**src/rtl/seq_sort_n.sv**
```systemverilog
// seq_sort_n: collects N words one handshake at a time, sorts them in place
// with N odd-even transposition phases (one per clock), then presents the
// ascending vector (slot 0 = min, slot N-1 = max) until the consumer takes it.
module seq_sort_n #(
  parameter int W      = 8,
  parameter int N      = 4,
  parameter bit SIGNED = 1'b0
) (
  input  logic           clk,
  input  logic           rst,
  input  logic           abort,
  input  logic           in_valid,
  output logic           in_ready,
  input  logic [W-1:0]   in_data,
  output logic           out_valid,
  input  logic           out_ready,
  output logic [N*W-1:0] out_data,
  output logic [W-1:0]   out_max,
  output logic [W-1:0]   out_min
);

  localparam int CW = $clog2(N);

  typedef enum logic [1:0] {LOAD, SORT, DONE} state_t;

  state_t                state, state_nx;
  logic [CW-1:0]         cnt, cnt_nx;
  logic [CW-1:0]         phase, phase_nx;
  logic                  in_ready_nx, out_valid_nx;
  logic [N-1:0][W-1:0]   slot, slot_nx;
  logic                  accept, last_phase, sort_step;

  // Strict greater-than; equal words never swap, so the sort is stable on ties.
  function automatic logic gt(input logic [W-1:0] a, input logic [W-1:0] b);
    logic signed [W-1:0] sa, sb;
    sa = a;
    sb = b;
    if (SIGNED) return sa > sb;
    else        return a > b;
  endfunction

  assign accept     = (state == LOAD) && in_valid && in_ready && !abort;
  assign last_phase = (phase == CW'(N - 1));
  assign sort_step  = (state == SORT) && !abort;

  // One transposition phase: even phases pair (0,1),(2,3)..., odd phases (1,2),(3,4)...
  always_comb begin
    slot_nx = slot;
    for (int i = 0; i < N - 1; i++) begin
      if (((i % 2) == 1) == phase[0] && gt(slot[i], slot[i+1])) begin
        slot_nx[i]   = slot[i+1];
        slot_nx[i+1] = slot[i];
      end
    end
  end

  // Next-state and handshake flags; abort flushes to LOAD from any state.
  always_comb begin
    state_nx     = state;
    cnt_nx       = cnt;
    phase_nx     = phase;
    in_ready_nx  = in_ready;
    out_valid_nx = out_valid;
    if (abort) begin
      state_nx     = LOAD;
      cnt_nx       = '0;
      phase_nx     = '0;
      in_ready_nx  = 1'b1;
      out_valid_nx = 1'b0;
    end else begin
      case (state)
        LOAD: begin
          if (accept) begin
            if (cnt == CW'(N - 1)) begin
              state_nx    = SORT;
              cnt_nx      = '0;
              phase_nx    = '0;
              in_ready_nx = 1'b0;
            end else begin
              cnt_nx = cnt + 1'b1;
            end
          end
        end
        SORT: begin
          if (last_phase) begin
            state_nx     = DONE;
            out_valid_nx = 1'b1;
          end else begin
            phase_nx = phase + 1'b1;
          end
        end
        DONE: begin
          if (out_ready) begin
            state_nx     = LOAD;
            cnt_nx       = '0;
            out_valid_nx = 1'b0;
            in_ready_nx  = 1'b1;
          end
        end
        default: begin
          state_nx     = LOAD;
          cnt_nx       = '0;
          phase_nx     = '0;
          in_ready_nx  = 1'b1;
          out_valid_nx = 1'b0;
        end
      endcase
    end
  end

  // Control registers.
  always_ff @(posedge clk) begin
    if (rst) begin
      state     <= LOAD;
      cnt       <= '0;
      phase     <= '0;
      in_ready  <= 1'b1;
      out_valid <= 1'b0;
    end else begin
      state     <= state_nx;
      cnt       <= cnt_nx;
      phase     <= phase_nx;
      in_ready  <= in_ready_nx;
      out_valid <= out_valid_nx;
    end
  end

  // Slot storage and result register; the last phase result is captured directly.
  always_ff @(posedge clk) begin
    if (rst) begin
      slot     <= '0;
      out_data <= '0;
    end else begin
      if (accept)         slot[cnt] <= in_data;
      else if (sort_step) slot      <= slot_nx;
      if (sort_step && last_phase) out_data <= slot_nx;
    end
  end

  assign out_max = out_data[W*(N-1) +: W];
  assign out_min = out_data[0 +: W];

endmodule

```
**config.mk**
```make
export PLATFORM = sky130hd
export DESIGN_NAME = seq_sort_n
export DESIGN_NICKNAME = d
export VERILOG_FILES = /design/src/rtl/seq_sort_n.sv
export SDC_FILE = /design/constraint.sdc
export NUM_CORES = 1
export LEC_CHECK = 0
export CAP_MARGIN = 30
export CORE_ASPECT_RATIO = 0.9
export CORE_MARGIN = 1.5
export CORE_UTILIZATION = 29
export CTS_CLUSTER_SIZE = 28
export DETAILED_ROUTE_END_ITERATION = 8
export GPL_ROUTABILITY_DRIVEN = 0
export PLACE_DENSITY_LB_ADDON = 0.05
export SETUP_SLACK_MARGIN = 0.05
export SYNTH_ARGS = -nofsm -noshare
export SYNTH_HDL_FRONTEND = slang
export SYNTH_SLANG_ARGS = --single-unit
```
**constraint.sdc**
```tcl
create_clock -name clk -period 2.2 [get_ports clk]
set_clock_uncertainty 0.1 [all_clocks]
set_input_delay 0.44 -clock clk [delete_from_list [all_inputs] [get_ports clk]]
set_output_delay 0.44 -clock clk [all_outputs]
set_load 0.1 [all_outputs]
```
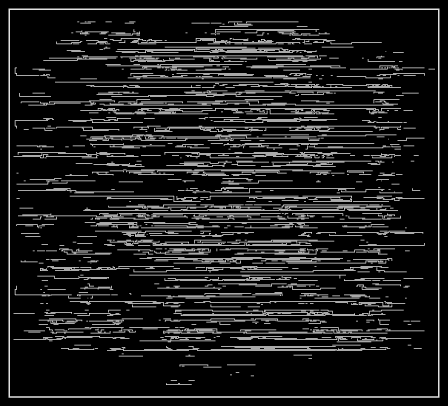
(signal wires on met1)
- longest straight run: 67.6 µm
- wire length on this layer: 8,760 µm
- share of all routed wire: 48%

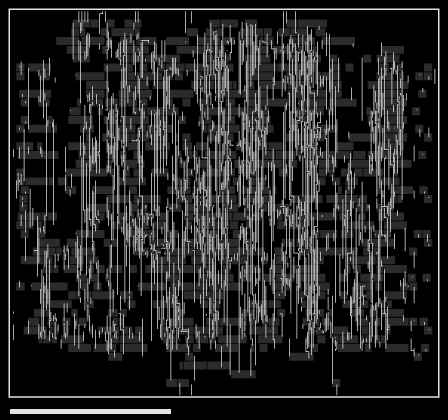
(the metal 2 layer)
Scale bar: 50 µm. Cells faint in the background.
- longest straight run: 57.5 µm
- wire length on this layer: 7,900 µm
total via count after detailed routing: 5,029
met2 capacity usage during global routing: 0.3493
Detailed Route WL: 18,240 µm

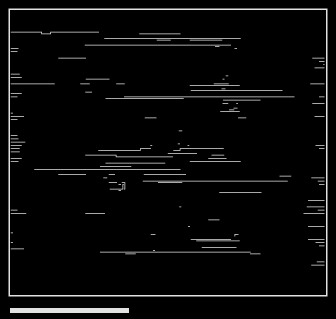
(signal wires on met3)
Scale bar: 50 µm.
- share of all routed wire: 6.2%
- wire length on this layer: 1,130 µm
- nets with wire on the layer: 92
- longest straight run: 71.3 µm
- main direction: horizontal

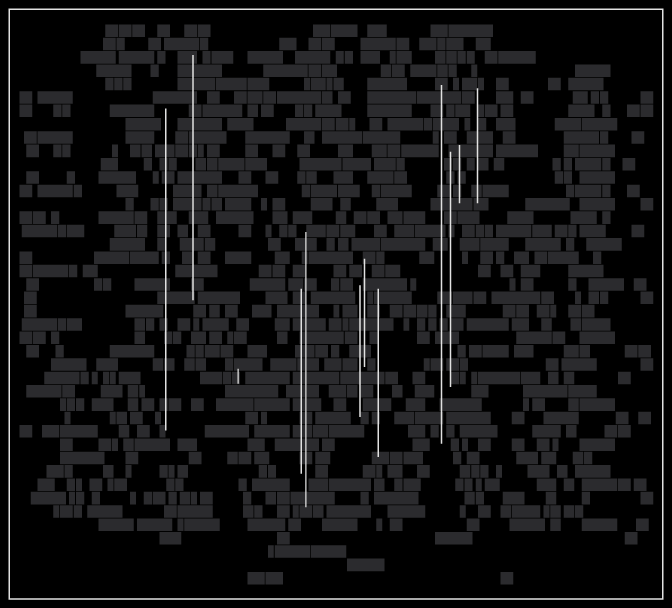
(M4 wires)
Cells faint in the background.
- longest straight run: 72.8 µm
- share of all routed wire: 2.5%
- nets with wire on the layer: 10
- main direction: vertical

==> qor_table.md <==
| Group | Parameter | Value |
|---|---|---|
| grt | Pin count of the biggest net entering global routing | 39 |
| logic synthesis | Yosys synthesis chip area | 4397 µm² |
| placed design | HPWL after detailed placement | 12,840 µm |
| timing | Final setup violation count | 23 |
| detailed routing | Met1 routed wirelength after detailed routing | 8760 µm |
| layout | Fraction of final layout cells sized beyond drive strength 1 | 0.5346 |
| critical path | Worst setup SP type | register |
| hold path | Worst hold start | in_ready |
| logic synthesis | Netlist area before placement | 4397 µm² |
| critical path | Slowest stage cell on the critical path | dfxtp_4 |
| clock tree | Clock slew seen by the registers of the worst setup and hold paths | 0.06 ns |
| detailed routing | Met3 wire length | 1126 µm |
| timing | Period minus WS final | 2.340 ns |
| grt | GR Overflow Total | 0 |
| timing | Final worst setup slack | -0.1399 ns |
| detailed routing | TritonRoute pass-1 iters | 4 |
| logic synthesis | Number of nets at floorplan | 594 |
| hold path | Classification of the worst-slack hold path | reg2reg |
| flow run | Tool warnings | 32 |
| detailed routing | Post-detailed-route DRC marker count | 0 |
| clock tree | Maximum number of buffers from clock root to sink | 2 |
| logic synthesis | Synthesized netlist cell count | 552 |
| logic synthesis | Sequential share of the synthesized area | 0.3278 |
| flow run | Maximum capacitance violations | 0 |
| timing | Cycle use final | 1.064 |
| layout | Post-layout net count | 774 |
| grt | Number of antenna violations at the first check in global routing | 0 |
| critical path | Highest cell delay on the worst timing path | 0.35 ns |
| timing | Number of failing hold endpoints at the final stage | 0 |
| clock tree | Clock latency on the worst-skew pair | 0.35 ns |
| critical path | Endpoint required time on the critical path | 2.33 ns |
| logic synthesis | Largest cells by area | dfxtp_1 33%, ha_1 8.3%, a21oi_1 7.4% |
| placed design | Quantity of I/O buffers inserted on ports | 62 |
| hold path | Cells on Worst Hold Path | 1 |
| floorplanning | DIE HEIGHT | 119.8 µm |
| logic synthesis | Count of library flops with an enable pin | 0 |
| clock tree | Count of H-tree levels built during CTS | 3 |
| grt | Via count of the first global-routing pass | 4,745 |
| critical path | Crit Reg-Reg Endpoint | out_data[20] |
| power and ir drop | Total internal power | 0.002717 W |
| floorplanning | Area of the die | 15,910 µm² |
| clock tree | Number of clock sinks | 72 |
| floorplanning | Number of core rows | 42 |
| placed design | Area after DPL | 6115 µm² |
| logic synthesis | Yosys warning total | 0 |
| power and ir drop | Combinational group share of total power | 0.267 |
| critical path | CP Max Fanout | 5 |
| logic synthesis | Number of register bits inferred by synthesis | 72 |
| detailed routing | Detailed Route Iter0 Violations | 255 |
| detailed routing | Length of routed met2 wiring | 7904 µm |
| critical path | Worst reg2reg path startpoint | slot[13] |
| critical path | Crit. End Element | register |
| timing | RSZ-0062 raised after global routing | yes |
| grt | Global-route total usage across every layer | 0.2313 |
| power and ir drop | Clock Power Share | 0.384 |
| timing | Achievable Freq | 0.4274 GHz |
| hold path | Hold path endpoint | in_ready |
| power and ir drop | Reg power frac | 0.350 |
| critical path | Cell repeated most along the worst path | buf_6 |
| clock tree | Buffer type at the clock tree root | clkbuf_16 |
| detailed routing | Avg WL per Cell | 19.51 µm |
| critical path | Setup slack, reg-to-reg | -0.14 ns |
| grt | Global-route wire length before repair | 27,590 µm |
| power and ir drop | NetSw | 0.001086 W |
| clock tree | Number of buffers inserted for hold repair after clock tree synthesis | 0 |
| critical path | Cell chain of the critical path | buf_6, ha_4, a211o_1, a21oi_4, nand3_4, and2_4, buf_6, a21oi_2, o31ai_1 |
| critical path | Data arrival time of the critical path | 2.47 ns |
| logic synthesis | Most common flop cell mapped by yosys | dfxtp_1 |
| outcome | Violations in the final reports | negative setup slack |
| layout | Ant. Diodes | 0 |
| logic synthesis | Top cell type by total area after synthesis | dfxtp_1 |
| logic synthesis | Synth Area per Inst | 7.965 µm² |
| outcome | Status | finished with violations |
| clock tree | Clock tree from TritonCTS | done |
| detailed routing | Number of nets still failing antenna checks after routing | 0 |
| floorplanning | Init Core Util | 0.2977 |
| power and ir drop | Power Density | 500.3 nW/µm² |
| floorplanning | Horizontal die dimension | 132.8 µm |
| logic synthesis | Post-synth top area share | 0.3278 |
| clock tree | Number of buffers created by CTS | 9 |
| timing | Smallest hold slack | 0.3695 ns |
| critical path | Worst Path Class, Setup | reg2reg |
| logic synthesis | Count of unique library cells instantiated by Yosys | 44 |
| floorplanning | Core area | 14,770 µm² |
| power and ir drop | Worst voltage drop across the vdd grid | 0.3735 mV |
| timing | Measured slew at the worst slew-check pin | 0.5178 ns |
| critical path | Worst Reg-to-Reg Cells | 9 |
| detailed routing | Top layer used by detailed routing | met4 |
| layout | Relative area change from synthesis to final layout | 72.91% |
| logic synthesis | Share of async-settable or async-resettable flops after synthesis | 0 |
| logic synthesis | Number of standard cells reported by yosys | 552 |
| timing | Normalized max-slew margin | 0.6544 |
| floorplanning | Top-Level Pins | 63 |
| layout | Design area | 7602 µm² |
| detailed routing | Drt via density | 5.379 |
| power and ir drop | Total leakage power | 2.982 nW |
| timing | Max-slew violation count | 0 |
| placed design | Worst setup slack after placement | -0.3149 ns |
| timing | Fin Setup TNS | -1.069 ns |
| power and ir drop | Switching part of the total | 0.2855 |
| power and ir drop | Total power of the final layout | 0.003803 W |
-- kinds of logic (layout without fill, tap and decap cells) --
logic type,after synthesis,count (layout),share of synthesized area
compound gates,211,211,0.3045
flops,72,72,0.3278
mux,6,6,0.01366
simple gates,148,151,0.1764
buf+inv,86,268,0.09505
fa+ha+maj,29,29,0.08253
-- repair_timing --
action                     CTS  global route
pin swaps                   36            54
cloned                       6             2
gates resized              103            95
setup endpoints to repair   57            63
setup buffers               16            11
-- per-layer routing --
| metal | up-vias | global-route usage |
|---|---|---|
| li1 | 2440 | - |
| met1 | 2397 | 0.3241 |
| met2 | 163 | 0.3493 |
| met3 | 29 | 0.04943 |
| met4 | 0 | 0.08242 |
| met5 | - | 0 |
-- worst max-delay path by stage --
stage,startpoint,end,slack [ns],cells past startpoint
floorplan,slot[16],out_data[21],-0.01,9
global placement,slot[20],slot[23],-0.33,8
detailed placement,slot[20],slot[17],-0.31,8
CTS,slot[31],out_data[21],-0.10,10
global route,slot[13],out_data[20],-0.18,9
finish,slot[13],out_data[20],-0.14,9
-- synthesized netlist by cell type (all sizes together), types with 4 or more instances --
cell type	n
o21ai	44
nand3	32
o22ai	19
clkbuf	24
inv	29
nor3	25
buf	33
and3	21
nor2	22
nand2	24
a31oi	11
o31ai	9
mux2i	6
dfxtp	72
and2	9
and4	4
o221ai	23
a21oi	67
a21o	5
a211oi	4
o211a	4
ha	29
a41oi	10
-- layout by cell type (no fill, tap or decap), types with 6 or more instances in the layout --
master	instances
a21oi_4	7
o22ai_1	14
clkdlybuf4s50_1	12
buf_6	21
inv_1	12
a31oi_1	11
o21ai_1	15
clkbuf_16	11
a21oi_2	18
buf_12	13
nand2_1	19
ha_1	11
dfxtp_2	17
dfxtp_1	45
nor2_4	7
o221ai_2	20
inv_2	15
nor2_1	14
buf_4	172
ha_4	18
nor3_1	24
a21oi_1	42
dfxtp_4	10
and3_1	21
o21ai_0	25
nand3_1	27
a41oi_2	6
-- critical path, delay by kind of cell, from the launching register on --
family	cells	cell delay, ns
AOI/OAI and AO/OA	4	0.87
adders and majority gates	1	0.21
buffers and inverters	2	0.26
DFF	1	0.35
and+or+nand+nor	2	0.42
-- per-stage QoR --
stage               utilization  cells
floorplan                     -    552
global placement         0.4141    885
detailed placement       0.4141    885
CTS                      0.4776    923
global route             0.5148    935
finish                   0.5148    935
-- state kept, by name, indices dropped and copies added, names as in the netlist --
name,cells
out_data,32
slot,32
state,2
out_valid,1
in_ready,1
cnt,2
phase,2
-- power by group through the flow --
stage | Clock, W | Sequential (W) | Combinational, W
finish | 0.00146 | 0.00133 | 0.00101
global route | 0.00155 | 0.00133 | 0.00107
CTS | 0.00150 | 0.00133 | 0.000779
detailed placement | 0 | 0.00136 | 0.000568
global placement | 0 | 0.00136 | 0.000570
floorplan | 0 | 0.00136 | 0.000328
-- area by class of cell --
class,instances,area [µm²]
Clock inverter,4,45.04
Fill cell,1414,7164
Clock buffer,12,236.5
Multi-Input combinational cell,397,3443
Tap cell,198,247.7
Inverter,29,113.9
Sequential cell,72,1500
Timing Repair Buffer,223,2016
Power is estimated from default activity; no workload was simulated.
